Run 1, met1 routing:
Scale bar: 20 um. Cells faint in the background.
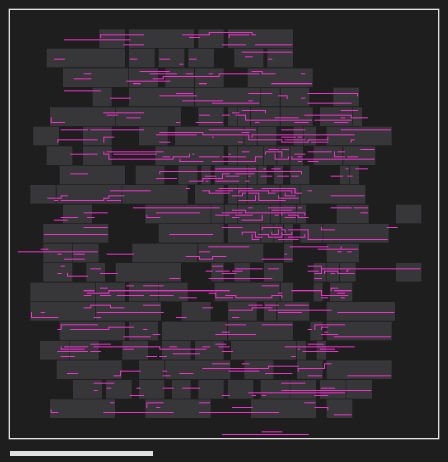
Run 1, congestion heat map:
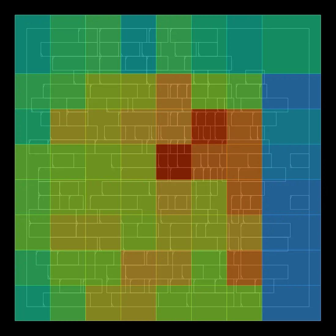
Run 1, zoomed window:
Scale bar: 5 um. Window x 35 to 55, y 35 to 55 um. Cells in grey, sequential cells in the stronger grey; small squares are vias.
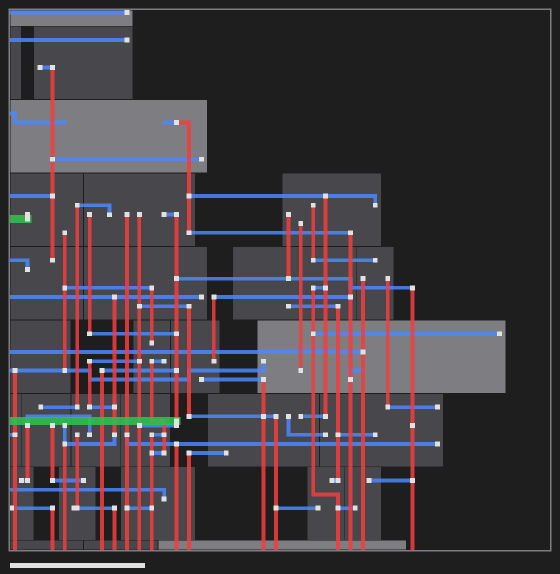
**src/rtl/spi_master_if.sv**
```systemverilog
// Pin and handshake bundle between the SPI master, its local controller and the SPI slave.
// The master modport is the spi_master side; the slave modport is the controller/pin side.
interface spi_master_if #(
  parameter int DATA_WIDTH = 8
);
  logic                  start;
  logic [DATA_WIDTH-1:0] masterDataToSend;
  logic [DATA_WIDTH-1:0] masterDataReceived;
  logic                  busy;
  logic                  done;
  logic                  sclk;
  logic                  CS;
  logic                  MOSI;
  logic                  MISO;

  modport master (
    input  start, masterDataToSend, MISO,
    output masterDataReceived, busy, done, sclk, CS, MOSI
  );

  modport slave (
    output start, masterDataToSend, MISO,
    input  masterDataReceived, busy, done, sclk, CS, MOSI
  );
endinterface

```
**src/rtl/spi_master.sv**
```systemverilog
// LSB-first SPI initiator, sclk idle low: MOSI changes on sclk rise, MISO sampled on sclk fall.
// Frame = CS setup half-period, 2*DATA_WIDTH sclk half-periods, CS hold half-period.
module spi_master #(
  parameter int DATA_WIDTH = 8,
  parameter int CLK_DIV    = 4
) (
  input  logic         clk,
  input  logic         reset,
  spi_master_if.master bus
);
  localparam int DIV_W = (CLK_DIV > 1) ? $clog2(CLK_DIV) : 1;
  localparam int BIT_W = (DATA_WIDTH > 1) ? $clog2(DATA_WIDTH) : 1;

  typedef enum logic [1:0] {IDLE, SETUP, SHIFT, HOLD} state_e;

  state_e                state_q, state_d;
  logic [DIV_W-1:0]      div_q, div_d;
  logic [BIT_W-1:0]      bit_q, bit_d;
  logic [DATA_WIDTH-1:0] tx_q, tx_d;
  logic [DATA_WIDTH-1:0] rx_q, rx_d;
  logic [DATA_WIDTH-1:0] rdata_q, rdata_d;
  logic                  sclk_q, sclk_d;
  logic                  cs_q, cs_d;
  logic                  mosi_q, mosi_d;
  logic                  busy_q, busy_d;
  logic                  done_q, done_d;
  logic                  div_end;

  assign div_end = (div_q == DIV_W'(CLK_DIV - 1));

  always_comb begin
    state_d = state_q;
    div_d   = div_end ? '0 : div_q + DIV_W'(1);
    bit_d   = bit_q;
    tx_d    = tx_q;
    rx_d    = rx_q;
    rdata_d = rdata_q;
    sclk_d  = sclk_q;
    cs_d    = cs_q;
    mosi_d  = mosi_q;
    busy_d  = busy_q;
    done_d  = 1'b0;
    case (state_q)
      IDLE: begin
        div_d = '0;
        if (bus.start) begin
          tx_d    = bus.masterDataToSend;
          bit_d   = '0;
          cs_d    = 1'b0;
          busy_d  = 1'b1;
          mosi_d  = bus.masterDataToSend[0];
          state_d = SETUP;
        end
      end
      SETUP: if (div_end) state_d = SHIFT;
      SHIFT: begin
        if (div_end) begin
          if (!sclk_q) begin
            sclk_d = 1'b1;
            mosi_d = tx_q[bit_q];
          end else begin
            // Falling edge: capture MISO into the top, shifting earlier bits down (LSB first).
            sclk_d = 1'b0;
            rx_d   = {bus.MISO, rx_q[DATA_WIDTH-1:1]};
            if (bit_q == BIT_W'(DATA_WIDTH - 1)) state_d = HOLD;
            else                                 bit_d   = bit_q + BIT_W'(1);
          end
        end
      end
      HOLD: begin
        if (div_end) begin
          cs_d    = 1'b1;
          busy_d  = 1'b0;
          done_d  = 1'b1;
          rdata_d = rx_q;
          state_d = IDLE;
        end
      end
      default: state_d = IDLE;
    endcase
  end

  always_ff @(posedge clk or negedge reset) begin
    if (!reset) begin
      state_q <= IDLE;
      div_q   <= '0;
      bit_q   <= '0;
      tx_q    <= '0;
      rx_q    <= '0;
      rdata_q <= '0;
      sclk_q  <= 1'b0;
      cs_q    <= 1'b1;
      mosi_q  <= 1'b0;
      busy_q  <= 1'b0;
      done_q  <= 1'b0;
    end else begin
      state_q <= state_d;
      div_q   <= div_d;
      bit_q   <= bit_d;
      tx_q    <= tx_d;
      rx_q    <= rx_d;
      rdata_q <= rdata_d;
      sclk_q  <= sclk_d;
      cs_q    <= cs_d;
      mosi_q  <= mosi_d;
      busy_q  <= busy_d;
      done_q  <= done_d;
    end
  end

  assign bus.masterDataReceived = rdata_q;
  assign bus.busy               = busy_q;
  assign bus.done               = done_q;
  assign bus.sclk               = sclk_q;
  assign bus.CS                 = cs_q;
  assign bus.MOSI               = mosi_q;
endmodule

```
**src/flat_wrapper.sv**
```systemverilog
// flat-port wrapper written by rule: the top's interface ports become plain ports
module spi_master_flat 
#(
  parameter int DATA_WIDTH = 8,
  parameter int CLK_DIV    = 4
)
  (clk, reset, bus_start, bus_masterDataToSend, bus_MISO, bus_masterDataReceived, bus_busy, bus_done, bus_sclk, bus_CS, bus_MOSI);
  spi_master_if #(.DATA_WIDTH(DATA_WIDTH)) bus_i ();
  input  logic clk;
  input  logic reset;
  input wire logic [$bits(bus_i.start)-1:0] bus_start;
  input wire logic [$bits(bus_i.masterDataToSend)-1:0] bus_masterDataToSend;
  input wire logic [$bits(bus_i.MISO)-1:0] bus_MISO;
  output wire logic [$bits(bus_i.masterDataReceived)-1:0] bus_masterDataReceived;
  output wire logic [$bits(bus_i.busy)-1:0] bus_busy;
  output wire logic [$bits(bus_i.done)-1:0] bus_done;
  output wire logic [$bits(bus_i.sclk)-1:0] bus_sclk;
  output wire logic [$bits(bus_i.CS)-1:0] bus_CS;
  output wire logic [$bits(bus_i.MOSI)-1:0] bus_MOSI;
  assign bus_i.start = bus_start;
  assign bus_i.masterDataToSend = bus_masterDataToSend;
  assign bus_i.MISO = bus_MISO;
  assign bus_masterDataReceived = bus_i.masterDataReceived;
  assign bus_busy = bus_i.busy;
  assign bus_done = bus_i.done;
  assign bus_sclk = bus_i.sclk;
  assign bus_CS = bus_i.CS;
  assign bus_MOSI = bus_i.MOSI;
  spi_master #(.DATA_WIDTH(DATA_WIDTH), .CLK_DIV(CLK_DIV)) u_core (.clk(clk), .reset(reset), .bus(bus_i));
endmodule
```
**config.mk**
```make
export PLATFORM = sky130hd
export DESIGN_NAME = spi_master_flat
export DESIGN_NICKNAME = d
export VERILOG_FILES = /design/src/rtl/spi_master_if.sv /design/src/rtl/spi_master.sv /design/src/flat_wrapper.sv
export SDC_FILE = /design/constraint.sdc
export NUM_CORES = 1
export LEC_CHECK = 0
export ABC_CLOCK_PERIOD_IN_PS = 2310
export CAP_MARGIN = 20
export CORE_MARGIN = 2
export CORE_UTILIZATION = 52
export CTS_CLUSTER_DIAMETER = 150
export DETAILED_ROUTE_END_ITERATION = 8
export HOLD_SLACK_MARGIN = 0.12
export PLACE_DENSITY = 0.86
export SLEW_MARGIN = 20
export SYNTH_ARGS = -nofsm -noshare
export SYNTH_HDL_FRONTEND = slang
export SYNTH_SLANG_ARGS = --single-unit
```
**constraint.sdc**
```tcl
create_clock -name clk -period 2.31 [get_ports clk]
set_input_delay 0.3465 -clock clk [delete_from_list [all_inputs] [get_ports clk]]
set_output_delay 0.3465 -clock clk [all_outputs]
set_load 0.01 [all_outputs]
```
==> metrics.csv, run 1 <==
stage;metric;value;unit
status;result of the run;finished clean;
finish;commonest cells after routing, fill and taps aside;dfrtp_1, mux2_2, clkdlybuf4s50_1, inv_1, ha_1;
logic_synthesis;ys flop type;dfrtp_1;
power_and_ir_drop;Pwr Total;0.00112;W
floorplan;Rows;20;
flow_run;count of tool warnings;31;
logic_synthesis;Mapped Cells;120;
finish;Final non-clock buffer share;12.9;%
clock_network;CTS HTree Levels;2;
logic_synthesis;main logic family after synthesis;multiplexers;
placed_design;I/O Buffers;24;
finish;Post-Layout Cell Count;185;
power_and_ir_drop;Clock net power;0.000442;W
critical_path;CP Class;reg2reg;
global_route;vias in the first global route;1019;
critical_path;worst path bufs/invs;0;
global_route;met1 Use GR;21.7;%
clock_network;Setup Fix Bufs, Post-CTS;0;
sta;Slew Viols, Final;0;
floorplan;IO Pins;25;
logic_synthesis;mux frac, synth;23.3;%
critical_path;crit path DAT;2140;ps
power_and_ir_drop;comb pwr;0.0000383;W
finish;ANT cells;0;
finish;Comb area;664;um^2
power_and_ir_drop;Seq. pwr;0.000639;W
drt;DR vias/cell;5.46;
flow_run;# Max-Cap Violations;0;
critical_path;slowest stage delay, CP;450;ps
finish;Seq area share;45.5;%
logic_synthesis;adder share;6.97;%
logic_synthesis;yosys stat cell total;120;
clock_network;CTS tree;yes;
critical_path;register-to-register setup slack;420;ps
finish;layout cells sized above 1;26.3;%
power_and_ir_drop;VDD IR max;0.000477;V
finish;Biggest Area Class;sequential cells;
critical_path;crit-path leading delay family;flip-flops;
placed_design;post-DP HPWL;1.96;mm
clock_network;Worst-Skew Late Latency;340;ps
logic_synthesis;most frequent cells after synthesis;dfrtp_1, mux2_2, inv_1;
critical_path;Crit path top cell by count;ha_1;
sta;Worst Hold Slack;401;ps
global_route;Overflow after GRT;0;
power_and_ir_drop;Int Pwr;0.000883;W
floorplan;DIE AREA;0.00357;mm^2
critical_path;CP max-delay cell;dfrtp_1;
logic_synthesis;xor and xnor area share after synthesis;0.542;%
critical_path;CP endpoint kind;flop;
drt;Initial DRC Count;8;
finish;Non-clk bufs;26;
worst_hold_path;type of the worst min-delay path;in2async;
logic_synthesis;Yosys Chip Area;0.00162;mm^2
finish;dominant logic cell type in the layout;dfrtp_1;
finish;Non-clk invs;10;
sta;final critical-path share of the clock period;82.0;%
clock_network;clk sinks;36;
clock_network;CTS resizes;0;
logic_synthesis;ao+oa area frac;5.11;%
critical_path;CP required;2550;ps
floorplan;Tap Count;33;
critical_path;Critical path origin;u_core.bit_q[0]$_DFFE_PN0P_;
Notes on 'met1 routing' above:
main direction: horizontal
nets with wire on the layer: 156
share of all routed wire: 43%
wire length on this layer: 1130 um
drt total wl: 2.61 mm
via count: 1011

Notes on 'congestion heat map' above:
met3 Usage GRT: 3.90%
post-layout util: 66.0%
DR WL/cell: 14.1 um
GRT Overall Usage: 17.4%
met2 Usage GRT: 27.5%

Notes on 'zoomed window' above:
legend:
  met2:
    colour: red
  met3:
    colour: green
  met1:
    colour: blue
netlist names of flops here include: `u_core.bus.MOSI` (1), `u_core.state_q` (1)
cells with their middle in the window: 23
most frequent: inv_1 (4), ha_1 (3)
sequential cells in the window: 2

Run 1, wire density map:
The die is cut into 12 by 12 equal tiles; white is low, dark blue is high, scaled to the fullest tile. Values are wire area over tile area, all layers added.
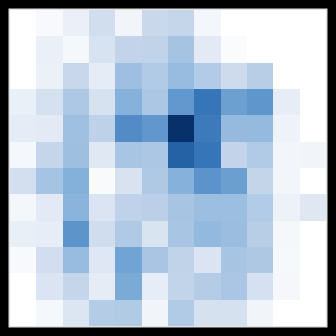

--- run 2 (diff from run 1) ---
--- a/config.mk
+++ b/config.mk
@@ -5,14 +5,14 @@
 export SDC_FILE = /design/constraint.sdc
 export NUM_CORES = 1
 export LEC_CHECK = 0
-export ABC_CLOCK_PERIOD_IN_PS = 2310
+export ABC_CLOCK_PERIOD_IN_PS = 1550
 export CAP_MARGIN = 20
 export CORE_MARGIN = 2
-export CORE_UTILIZATION = 52
+export CORE_UTILIZATION = 47
 export CTS_CLUSTER_DIAMETER = 150
 export DETAILED_ROUTE_END_ITERATION = 8
 export HOLD_SLACK_MARGIN = 0.12
-export PLACE_DENSITY = 0.86
+export PLACE_DENSITY = 0.83
 export SLEW_MARGIN = 20
 export SYNTH_ARGS = -nofsm -noshare
 export SYNTH_HDL_FRONTEND = slang
==> constraint.sdc (replaced) <==
create_clock -name clk -period 1.55 [get_ports clk]
set_input_delay 0.2325 -clock clk [delete_from_list [all_inputs] [get_ports clk]]
set_output_delay 0.2325 -clock clk [all_outputs]
set_load 0.01 [all_outputs]
Run 2, wire density map:
The die is cut into 13 by 13 equal tiles; white is low, dark blue is high, scaled to the fullest tile. Values are wire area over tile area, all layers added.
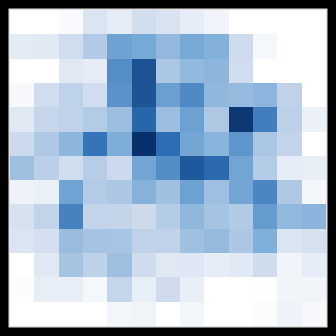
mean over tiles: 0.13
fullest tile: 0.46
densest ninth of the die: centre
nearly empty tiles: 16%
tiles over half the peak: 17%
GRT Overall Usage: 18.5%
DR WL/cell: 14.8 um

==> run 2 against run 1 <==
The run now ends with negative setup slack left. Count of clock-buffer cells in the layout up 1. Combinational power up 68%. Routed wire length up 21%. Maximum frequency up 10%. Largest cell class unchanged. Via count up 9.0%. Sequential share of layout area down 4.4 points. Synthesized cell count unchanged. Die size up 9.9%. Synthesized area unchanged. Critical path type unchanged. Sequential power up 49%. Highest routed layer unchanged. Non-clock buffer count up 15. Sequential cell count unchanged.
==> metrics.csv, run 2 <==
stage;metric;value;unit
status;result of the run;finished with violations;
status;failing checks;negative setup slack;
logic_synthesis;most frequent cells after synthesis;dfrtp_1, mux2_2, inv_1;
finish;Non-clk bufs;41;
clock_network;CTS tree;yes;
finish;Post-Layout Cell Count;213;
finish;Final non-clock buffer share;18.7;%
clock_network;clk sinks;36;
finish;sequential cell area;903;um^2
global_route;met3 Usage GRT;5.59;%
sta;setup ws final;-168;ps
critical_path;worst path bufs/invs;1;
placed_design;I/O Buffers;24;
global_route;met2 Usage GRT;29.3;%
critical_path;CP Class;reg2reg;
finish;Comb area;708;um^2
critical_path;slowest stage delay, CP;420;ps
placed_design;post-DP HPWL;2.25;mm
logic_synthesis;xor and xnor area share after synthesis;0.542;%
finish;commonest cells after routing, fill and taps aside;dfrtp_1, mux2_2, clkdlybuf4s50_1, buf_4, inv_1;
power_and_ir_drop;Clock net power;0.000638;W
logic_synthesis;main logic family after synthesis;multiplexers;
power_and_ir_drop;Pwr Total;0.00165;W
finish;Non-clk invs;10;
finish;ANT cells;0;
logic_synthesis;biggest area cells;dfrtp_1, mux2_2, ha_1;
power_and_ir_drop;Seq. pwr;0.000952;W
sta;final critical-path share of the clock period;111;%
clock_network;Setup Fix Bufs, Post-CTS;2;
drt;drt total wl;3.15;mm
global_route;vias in the first global route;1163;
logic_synthesis;mux frac, synth;23.3;%
logic_synthesis;ys flop type;dfrtp_1;
power_and_ir_drop;Int Pwr;0.00132;W
floorplan;Rows;21;
clock_network;CTS resizes;8;
finish;dominant logic cell type in the layout;dfrtp_1;
clock_network;CTS HTree Levels;2;
critical_path;CP required;1790;ps
logic_synthesis;Mapped Cells;120;
power_and_ir_drop;comb pwr;0.0000642;W
flow_run;# Max-Cap Violations;0;
power_and_ir_drop;VDD IR max;0.000656;V
global_route;met1 Use GR;23.3;%
sta;Final setup viols;4;
logic_synthesis;Yosys Chip Area;0.00162;mm^2
logic_synthesis;ao+oa area frac;5.11;%
drt;via count;1102;
drt;DR vias/cell;5.17;
finish;Comb gates;72;
sta;Slew Viols, Final;0;
finish;layout cells sized above 1;39.5;%
finish;Seq area share;41.2;%
critical_path;CP max-delay cell;dfrtp_1;
flow_run;count of tool warnings;34;
logic_synthesis;Synthesized Nets;141;
global_route;Overflow after GRT;0;
floorplan;DIE AREA;0.00392;mm^2
critical_path;Critical path origin;u_core.bit_q[0]$_DFFE_PN0P_;
finish;post-layout util;66.3;%
worst_hold_path;type of the worst min-delay path;in2async;
floorplan;IO Pins;25;
clock_network;Worst-Skew Late Latency;340;ps
logic_synthesis;adder share;6.97;%
critical_path;CP endpoint kind;flop;
finish;Biggest Area Class;sequential cells;
drt;Initial DRC Count;41;
floorplan;Tap Count;46;
critical_path;register-to-register setup slack;-170;ps
Run 2, routed metal, one colour a layer:
Scale bar: 20 um. Two of the layers only.
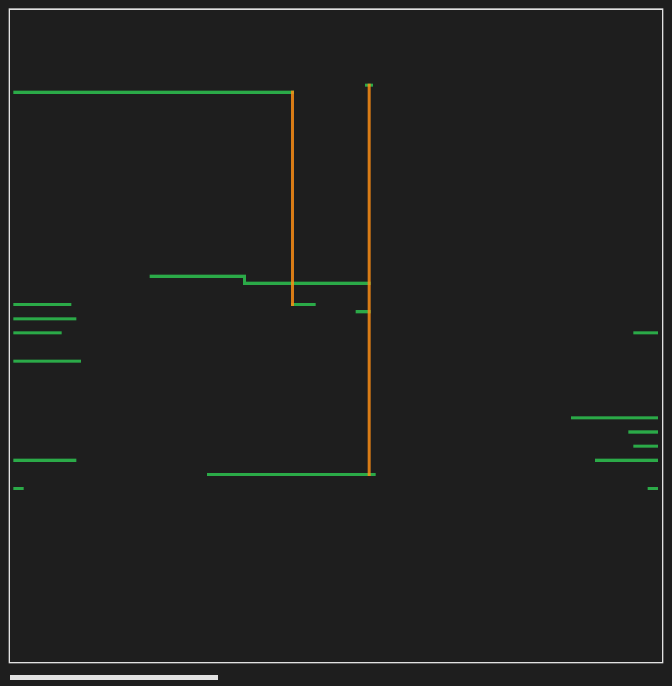

--- run 3 (diff from run 2) ---
--- a/config.mk
+++ b/config.mk
@@ -5,14 +5,16 @@
 export SDC_FILE = /design/constraint.sdc
 export NUM_CORES = 1
 export LEC_CHECK = 0
+export ABC_AREA = 1
 export ABC_CLOCK_PERIOD_IN_PS = 1550
 export CAP_MARGIN = 20
-export CORE_MARGIN = 2
-export CORE_UTILIZATION = 47
+export CORE_MARGIN = 4
+export CORE_UTILIZATION = 48
 export CTS_CLUSTER_DIAMETER = 150
+export CTS_CLUSTER_SIZE = 12
 export DETAILED_ROUTE_END_ITERATION = 8
 export HOLD_SLACK_MARGIN = 0.12
-export PLACE_DENSITY = 0.83
+export PLACE_DENSITY = 0.84
 export SLEW_MARGIN = 20
 export SYNTH_ARGS = -nofsm -noshare
 export SYNTH_HDL_FRONTEND = slang
Run 3, routed metal, one colour a layer:
Scale bar: 20 um. Two of the layers only.
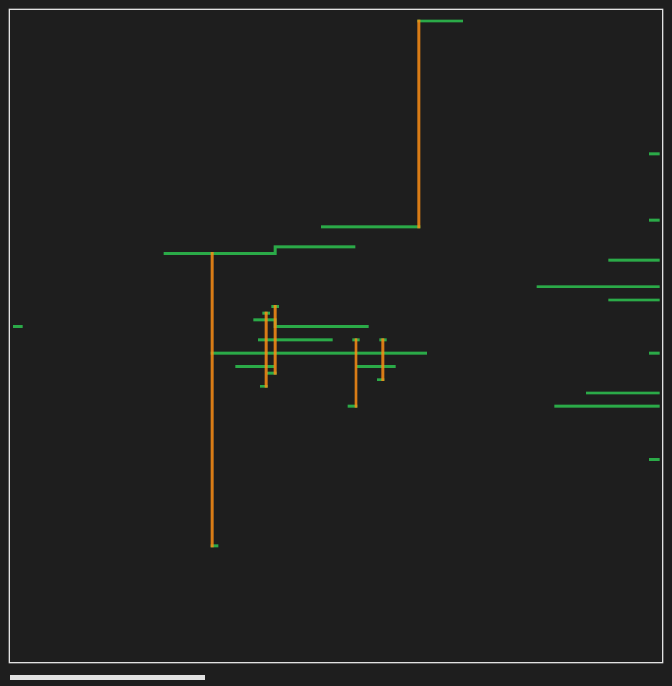
legend:
  met3:
    colour: green
    wire_length: 130 um
  met4:
    colour: orange
    wire_length: 76.2 um
GRT Overall Usage: 15.5%
drt total wl: 2.93 mm
via count: 1279
DR WL/cell: 11.0 um

==> run 3 against run 2 <==
The run now ends clean. Sequential cell count unchanged. Register-to-register slack better by 220 ps. Power rose by 110%. Maximum frequency increased by 15%. Critical path type unchanged. Largest power group is now combinational logic.
==> metrics.csv, run 3 <==
stage;metric;value;unit
clock_network;Setup Fix Bufs, Post-CTS;1;
power_and_ir_drop;Clock net power;0.000631;W
finish;Non-clk bufs;32;
logic_synthesis;most frequent cells after synthesis;nand2_1, dfrtp_1, inv_1;
clock_network;CTS tree;yes;
critical_path;register-to-register setup slack;50;ps
global_route;vias in the first global route;1268;
global_route;met3 Usage GRT;3.88;%
sta;setup ws final;49.9;ps
placed_design;post-DP HPWL;2.20;mm
critical_path;crit-path leading delay family;flip-flops;
critical_path;slowest stage delay, CP;450;ps
finish;sequential cell area;905;um^2
finish;Non-clk invs;29;
global_route;Overflow after GRT;0;
finish;Comb gates;115;
power_and_ir_drop;VDD IR max;0.000745;V
drt;Initial DRC Count;32;
critical_path;CP required;1780;ps
floorplan;IO Pins;25;
critical_path;CP endpoint kind;flop;
floorplan;Rows;21;
clock_network;CTS HTree Levels;2;
sta;Worst Hold Slack;143;ps
critical_path;CP max-delay cell;dfrtp_1;
finish;post-layout util;62.2;%
power_and_ir_drop;Int Pwr;0.00216;W
global_route;met1 Use GR;20.7;%
finish;layout cells sized above 1;15.9;%
sta;Slew Viols, Final;0;
critical_path;Critical path origin;u_core.state_q[1]$_DFFE_PN0P_;
sta;Final setup viols;0;
worst_hold_path;type of the worst min-delay path;in2async;
sta;final critical-path share of the clock period;96.8;%
flow_run;# Max-Cap Violations;0;
finish;Final non-clock buffer share;14.4;%
finish;Comb area;631;um^2
logic_synthesis;ys flop type;dfrtp_1;
status;result of the run;finished clean;
finish;Post-Layout Cell Count;266;
logic_synthesis;biggest area cells;dfrtp_1, nand2_1, ha_1;
floorplan;Tap Count;46;
finish;Biggest Area Class;sequential cells;
logic_synthesis;Yosys Chip Area;0.00166;mm^2
finish;commonest cells after routing, fill and taps aside;nand2_1, dfrtp_1, inv_1, clkdlybuf4s50_1, nor2_1;
clock_network;CTS resizes;3;
logic_synthesis;Mapped Cells;183;
logic_synthesis;main logic family after synthesis;simple AND/OR/NAND/NOR gates;
power_and_ir_drop;comb pwr;0.00145;W
logic_synthesis;yosys stat cell total;183;
critical_path;worst path bufs/invs;1;
finish;ANT cells;0;
power_and_ir_drop;Pwr Total;0.00341;W
logic_synthesis;ao+oa area frac;12.3;%
power_and_ir_drop;Seq. pwr;0.00134;W
Power and IR drop assume default switching activity.
